[config.mk]
export PLATFORM = sky130hd
export DESIGN_NAME = branch_ctrl
export DESIGN_NICKNAME = d
export VERILOG_FILES = /design/src/rtl/branch_ctrl.sv
export SDC_FILE = /design/constraint.sdc
export NUM_CORES = 1
export LEC_CHECK = 0
export ABC_AREA = 1
export ABC_CLOCK_PERIOD_IN_PS = 3100
export CORE_MARGIN = 2
export CORE_UTILIZATION = 60
export CTS_CLUSTER_SIZE = 20
export DETAILED_ROUTE_END_ITERATION = 10
export DONT_BUFFER_PORTS = 1
export GPL_TIMING_DRIVEN = 0
export PLACE_DENSITY = 0.85
export SYNTH_ARGS = -nofsm -noshare
export SYNTH_HDL_FRONTEND = slang
export SYNTH_SLANG_ARGS = --single-unit
export TNS_END_PERCENT = 20
[constraint.sdc]
create_clock -name clk -period 3.1 [get_ports clk]
set_clock_uncertainty 0.1 [all_clocks]
set_input_delay 0.93 -clock clk [delete_from_list [all_inputs] [get_ports clk]]
set_output_delay 0.93 -clock clk [all_outputs]
set_load 0.005 [all_outputs]
[src/rtl/branch_ctrl.sv]
// Branch resolution controller: flag-conditioned branches, call/return stack and
// post-branch pipeline flush sequencing toward the PC unit.
//
// state   | meaning
// --------+----------------------------------------------------------------
// S_IDLE  | accepting requests; not-taken branches stay here
// S_FLUSH | taken branch in flight; flush held, requests ignored
module branch_ctrl #(
    parameter int AW           = 16,
    parameter int FW           = 4,
    parameter int RS_DEPTH     = 4,
    parameter int FLUSH_CYCLES = 2
) (
    input  logic          clk,
    input  logic          rst_n,
    input  logic          valid_in,
    output logic          ready_out,
    input  logic [3:0]    branch_type,
    input  logic [AW-1:0] branch_offset,
    input  logic [AW-1:0] pc_current,
    input  logic          flags_we,
    input  logic [FW-1:0] flags_in,
    output logic          branch_taken,
    output logic [AW-1:0] branch_target,
    output logic          flush,
    output logic [FW-1:0] flags_q,
    output logic          rs_empty,
    output logic          rs_full,
    output logic          rs_err
);

    localparam int RSW = $clog2(RS_DEPTH);
    localparam int CW  = RSW + 1;
    localparam int FCW = (FLUSH_CYCLES > 1) ? $clog2(FLUSH_CYCLES) : 1;

    typedef enum logic {S_IDLE, S_FLUSH} state_t;

    state_t          state;
    logic [FCW-1:0]  flush_cnt;
    logic [CW-1:0]   rs_cnt;
    logic [AW-1:0]   rs_mem [RS_DEPTH];

    logic            accept;
    logic            flag_z, flag_s, flag_c;
    logic            take, is_call, is_ret;
    logic [AW-1:0]   rel_target, ret_target, ret_addr;
    logic [RSW-1:0]  top_idx;

    assign ready_out = (state == S_IDLE);
    assign accept    = valid_in & ready_out;

    // A flag write in the accept cycle is visible to that same branch
    assign flag_z = flags_we ? flags_in[0] : flags_q[0];
    assign flag_s = flags_we ? flags_in[1] : flags_q[1];
    assign flag_c = flags_we ? flags_in[2] : flags_q[2];

    assign rs_empty   = (rs_cnt == '0);
    assign rs_full    = (rs_cnt == CW'(RS_DEPTH));
    assign top_idx    = RSW'(rs_cnt - 1'b1);
    assign rel_target = pc_current + branch_offset;
    assign ret_addr   = pc_current + 1'b1;
    assign ret_target = rs_mem[top_idx];

    always_comb begin
        take    = 1'b0;
        is_call = 1'b0;
        is_ret  = 1'b0;
        case (branch_type)
            4'd1: take = 1'b1;
            4'd2: take = flag_z;
            4'd3: take = ~flag_z;
            4'd4: take = ~flag_s;
            4'd5: take = flag_s;
            4'd6: take = flag_c;
            4'd7: take = ~flag_c;
            4'd8: begin
                take    = 1'b1;
                is_call = 1'b1;
            end
            4'd9: begin
                take   = ~rs_empty;
                is_ret = 1'b1;
            end
            default: take = 1'b0;
        endcase
    end

    always_ff @(posedge clk or negedge rst_n) begin
        if (!rst_n) begin
            state         <= S_IDLE;
            flush_cnt     <= '0;
            branch_taken  <= 1'b0;
            branch_target <= '0;
            flush         <= 1'b0;
            flags_q       <= '0;
            rs_cnt        <= '0;
            rs_err        <= 1'b0;
            for (int i = 0; i < RS_DEPTH; i++) begin
                rs_mem[i] <= '0;
            end
        end else begin
            branch_taken <= 1'b0;
            if (flags_we) begin
                flags_q <= flags_in;
            end
            case (state)
                S_IDLE: begin
                    if (accept && take) begin
                        branch_taken  <= 1'b1;
                        branch_target <= is_ret ? ret_target : rel_target;
                        flush         <= 1'b1;
                        flush_cnt     <= FCW'(FLUSH_CYCLES - 1);
                        state         <= S_FLUSH;
                    end
                    if (accept && is_call) begin
                        if (rs_full) begin
                            rs_err <= 1'b1;
                        end else begin
                            rs_mem[rs_cnt[RSW-1:0]] <= ret_addr;
                            rs_cnt <= rs_cnt + 1'b1;
                        end
                    end
                    if (accept && is_ret) begin
                        if (rs_empty) begin
                            rs_err <= 1'b1;
                        end else begin
                            rs_cnt <= rs_cnt - 1'b1;
                        end
                    end
                end
                S_FLUSH: begin
                    if (flush_cnt == '0) begin
                        flush <= 1'b0;
                        state <= S_IDLE;
                    end else begin
                        flush_cnt <= flush_cnt - 1'b1;
                    end
                end
                default: state <= S_IDLE;
            endcase
        end
    end

endmodule

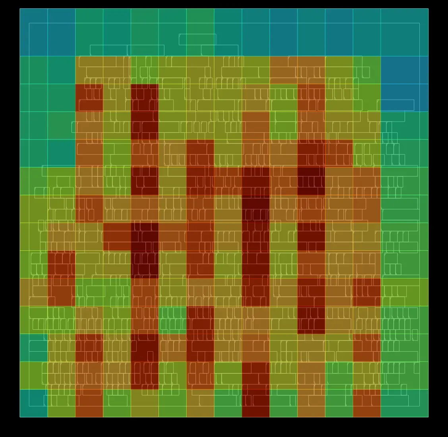
*Routing congestion map, run 1*
gr usage total: 30.8%
global route hottest layer: met2
met2 global-route usage: 50.4%
met1 usage: 39.6%
met3 usage: 5.94%

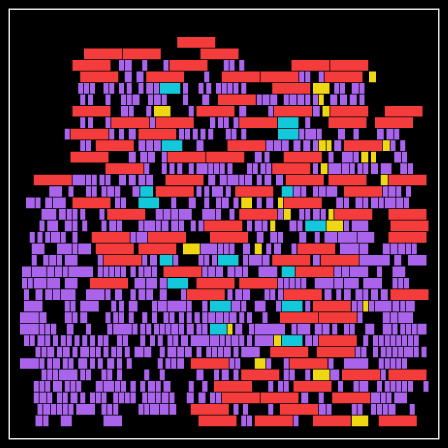
*Cell classes on the final placement, run 1*
- yellow: other buffers and delay cells (cells 26; share of their area 2.8%)
- red: flops (cells 92; share of their area 39%)
- purple: combinational and other logic (cells 677; share of their area 55%)
- cyan: clock drivers and dummy loads (cells 16; share of their area 3.3%)

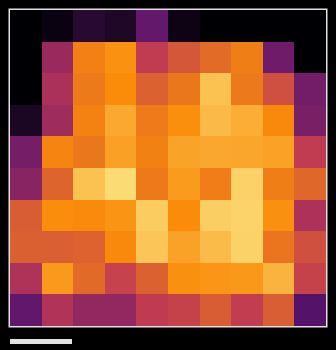
*Placement density heat map, run 1*
The bar under the picture is 20 µm long. The die is cut into 10 by 10 equal tiles; black is low, pale yellow is high, 0 to 100% covered.
- densest ninth of the die: middle
- nearly empty tiles: 8.0%
- fullest tile: 92%
- tiles over 75% full: 30%
- mean over tiles: 57%

==> run summary, run 1 <==
CTS Buffer Depth: 2
GRT overflow: 0
CP endpoint kind: flop
Post-synth EDFFs: 0
Yosys cell types: 43
final hold slack: 0.143 ns
met1 WL: 6.12 mm
total CTS buffers: 9
fillers: 828
CP dominant cell by count: a21oi_1
Skew-Pair Late Insertion Delay: 0.36 ns
post-route clock period utilization: 98.3%
aoi share: 11.9%
Critical Path Sink: branch_target[10]
min Tclk post-route: 3.05 ns
Setup Fix Bufs, Post-CTS: 0
yosys cell count: 795
area taken by flip-flops and latches: 2300 µm²
Worst VDD drop: 0.318 mV
Data arrival, critical path: 3.25 ns
total negative slack: 0 ns
Crit path max-delay family: buffers and inverters
PD cells: 697 nW/µm²
uppermost layer routed: met4
logic area: 2890 µm²
DR pass1 iterations: 7
final hold viol count: 0
Repair and plain buffers: 26
Slew Viols, Final: 0
CTS tree: yes
Synth Seq Share: 40.3%
Top cell area share: 40.3%
Yosys top cell by area: dfrtp_1
Mapped Area: 5710 µm²
Setup CP Type: flop to flop
worst reg2reg path depth: 9
WP depth: 9
ANT cells: 0
iteration-0 DRC count of the detailed router: 458
count of final setup violators: 0
setup slack after layout: 0.0531 ns
critical path fanouts, max: 12
outcome: completed
syn avg cell area: 7.18 µm²
via count of the first global-routing pass: 5,118
Adder Area Share: 4.95%
combinational share of cell area: 47.6%
Avg WL per Cell: 16.0 µm
yosys xor share: 2.28%
ys async rst share: 100%
Top cell excl fill/tap: nand2_1
CP max stage cell: a211oi_1
clkbuf count: 11
post-placement cell area: 5870 µm²
Slew @ Worst Pin: 0.644 ns
Data buffer area share: 2.68%
data required time of the worst path: 3.30 ns
fin cells: 940
Seq area share: 37.9%
WP buf/inv: 4
post-synthesis instance total: 795
#MultiIn Comb: 583
Synth Flop Type: dfrtp_1
placed cells: 924
Post-synth regs: 92
CP Cell Sequence: clkinvlp_4 -> buf_2 -> ha_1 -> inv_1 -> clkbuf_1 -> a21oi_1 -> a211oi_1 -> nor2_1 -> a21oi_1
Floorplan Nets: 861
via/cell ratio: 5.68
maximum number of pins on one net before global-route repair: 93
DPL Wire Length: 11.4 mm
-- run 1: where the power goes --
group	leakage (nW)	switching (mW)	total (mW)	internal, mW
combinational	2.02	1.06	1.60	0.539
clock	0.0976	0.444	0.789	0.345
sequential	1.15	0.240	1.84	1.60
-- run 1: worst register-to-register path, cell delays in order (launching register included) --
cell and delay (ns):
dfrtp_1 0.48, clkinvlp_4 0.29, buf_2 0.29, ha_1 0.40, inv_1 0.15, clkbuf_1 0.46
a21oi_1 0.08, a211oi_1 0.50, nor2_1 0.11, a21oi_1 0.13
-- run 1: state kept, by name, indices dropped and copies added, names as in the netlist --
register and cells:
rs_cnt 3, branch_taken 1, branch_target 16, flush_cnt 1, state 1, rs_mem 64
rs_err 1, flush 1, flags_q 4
==> inputs of run 2 (changes only) <==
CAP_MARGIN = 20   (was unset)
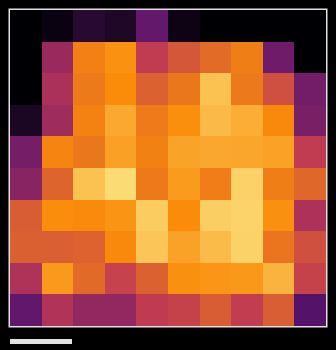
*Placement density heat map, run 2*
The bar under the picture is 20 µm long. The die is cut into 10 by 10 equal tiles; black is low, pale yellow is high, 0 to 100% covered.
- tiles over 75% full: 30%
- fullest tile: 92%
- mean over tiles: 57%
- densest ninth of the die: middle
- nearly empty tiles: 8.0%

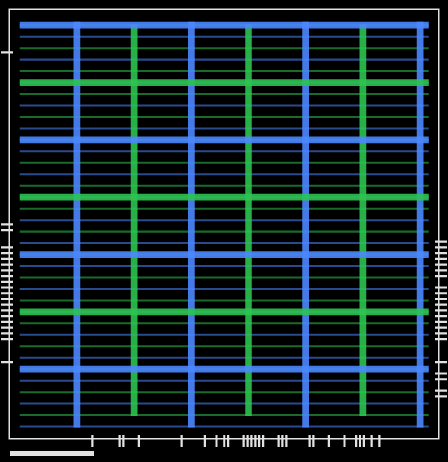
*PDN straps and rails, run 2*
The bar under the picture is 20 µm long. Pins as bars on the die edge.
- blue: VSS
- green: VDD
- met1 rails: 36
- signal pins: 70
- rows: 35
- met5 straps: 7

==> run 2 against run 1 <==
  * Clock power is essentially flat
  * Final area did not move
  * Via count stayed put
  * Combinational power hardly changed
  * Synthesized cell count unchanged
  * Power unchanged
==> run summary, run 2 <==
outcome: completed
Top cell area share: 40.3%
DPL Wire Length: 11.4 mm
count of final setup violators: 0
placed cells: 924
Largest Register: rs_mem
gr usage total: 30.8%
ys async rst share: 100%
post-synthesis instance total: 795
combinational cell power: 1.60 mW
Net Switching: 1.74 mW
Crit path max-delay family: buffers and inverters
final hold slack: 0.143 ns
critical path fanouts, max: 12
setup slack after layout: 0.0531 ns
Sw Ratio: 41.3%
Slew Viols, Final: 0
logic area: 2890 µm²
max reg flops: 64
fillers: 828
Top Registers: rs_mem (64), branch_target (16), flags_q (4)
min Tclk post-route: 3.05 ns
Data arrival, critical path: 3.25 ns
yosys cell count: 795
Top power group: sequential cells
CTS tree: yes
Worst VDD drop: 0.318 mV
Skew-Pair Late Insertion Delay: 0.36 ns
Seq area share: 37.9%
Mapped Area: 5710 µm²
via/cell ratio: 5.68
uppermost layer routed: met4
fin cells: 940
Seq power: 1.84 mW
Clock Power Share: 18.7%
Avg WL per Cell: 16.0 µm
Synth Seq Share: 40.3%
power share of the combinational group: 37.8%
final hold viol count: 0
internal power: 2.48 mW
CP max stage cell: a211oi_1
WP buf/inv: 4
#MultiIn Comb: 583
[run 2: layer usage]
layer / GRT usage [%] / up-vias
li1: - / 2543
met1: 39.6 / 2510
met2: 50.4 / 248
met5: 0 / -
met4: 14.2 / 0
met3: 5.94 / 41
[run 2: path summary, 6_finish.rpt]
kind	from	to	slack (ns)	cells after the start
max	rs_cnt[0]	branch_target[10]	0.05	9
min	rst_n	flags_q[0]	0.14	0
max reg2reg	rs_cnt[0]	branch_target[10]	0.05	9
min reg2reg	rs_mem[18]	rs_mem[18]	0.39	2
max in group asynchronous	rst_n	rs_mem[40]	2.59	0
min in group clk	rs_mem[18]	rs_mem[18]	0.39	2
[run 2: timing repair]
item,4_1_cts,5_1_grt
hold buffers,0,0
cloned,0,0
endpoints found under the setup margin,7,8
setup buffers,0,0
gates resized,1,3
Power and IR drop assume default switching activity.
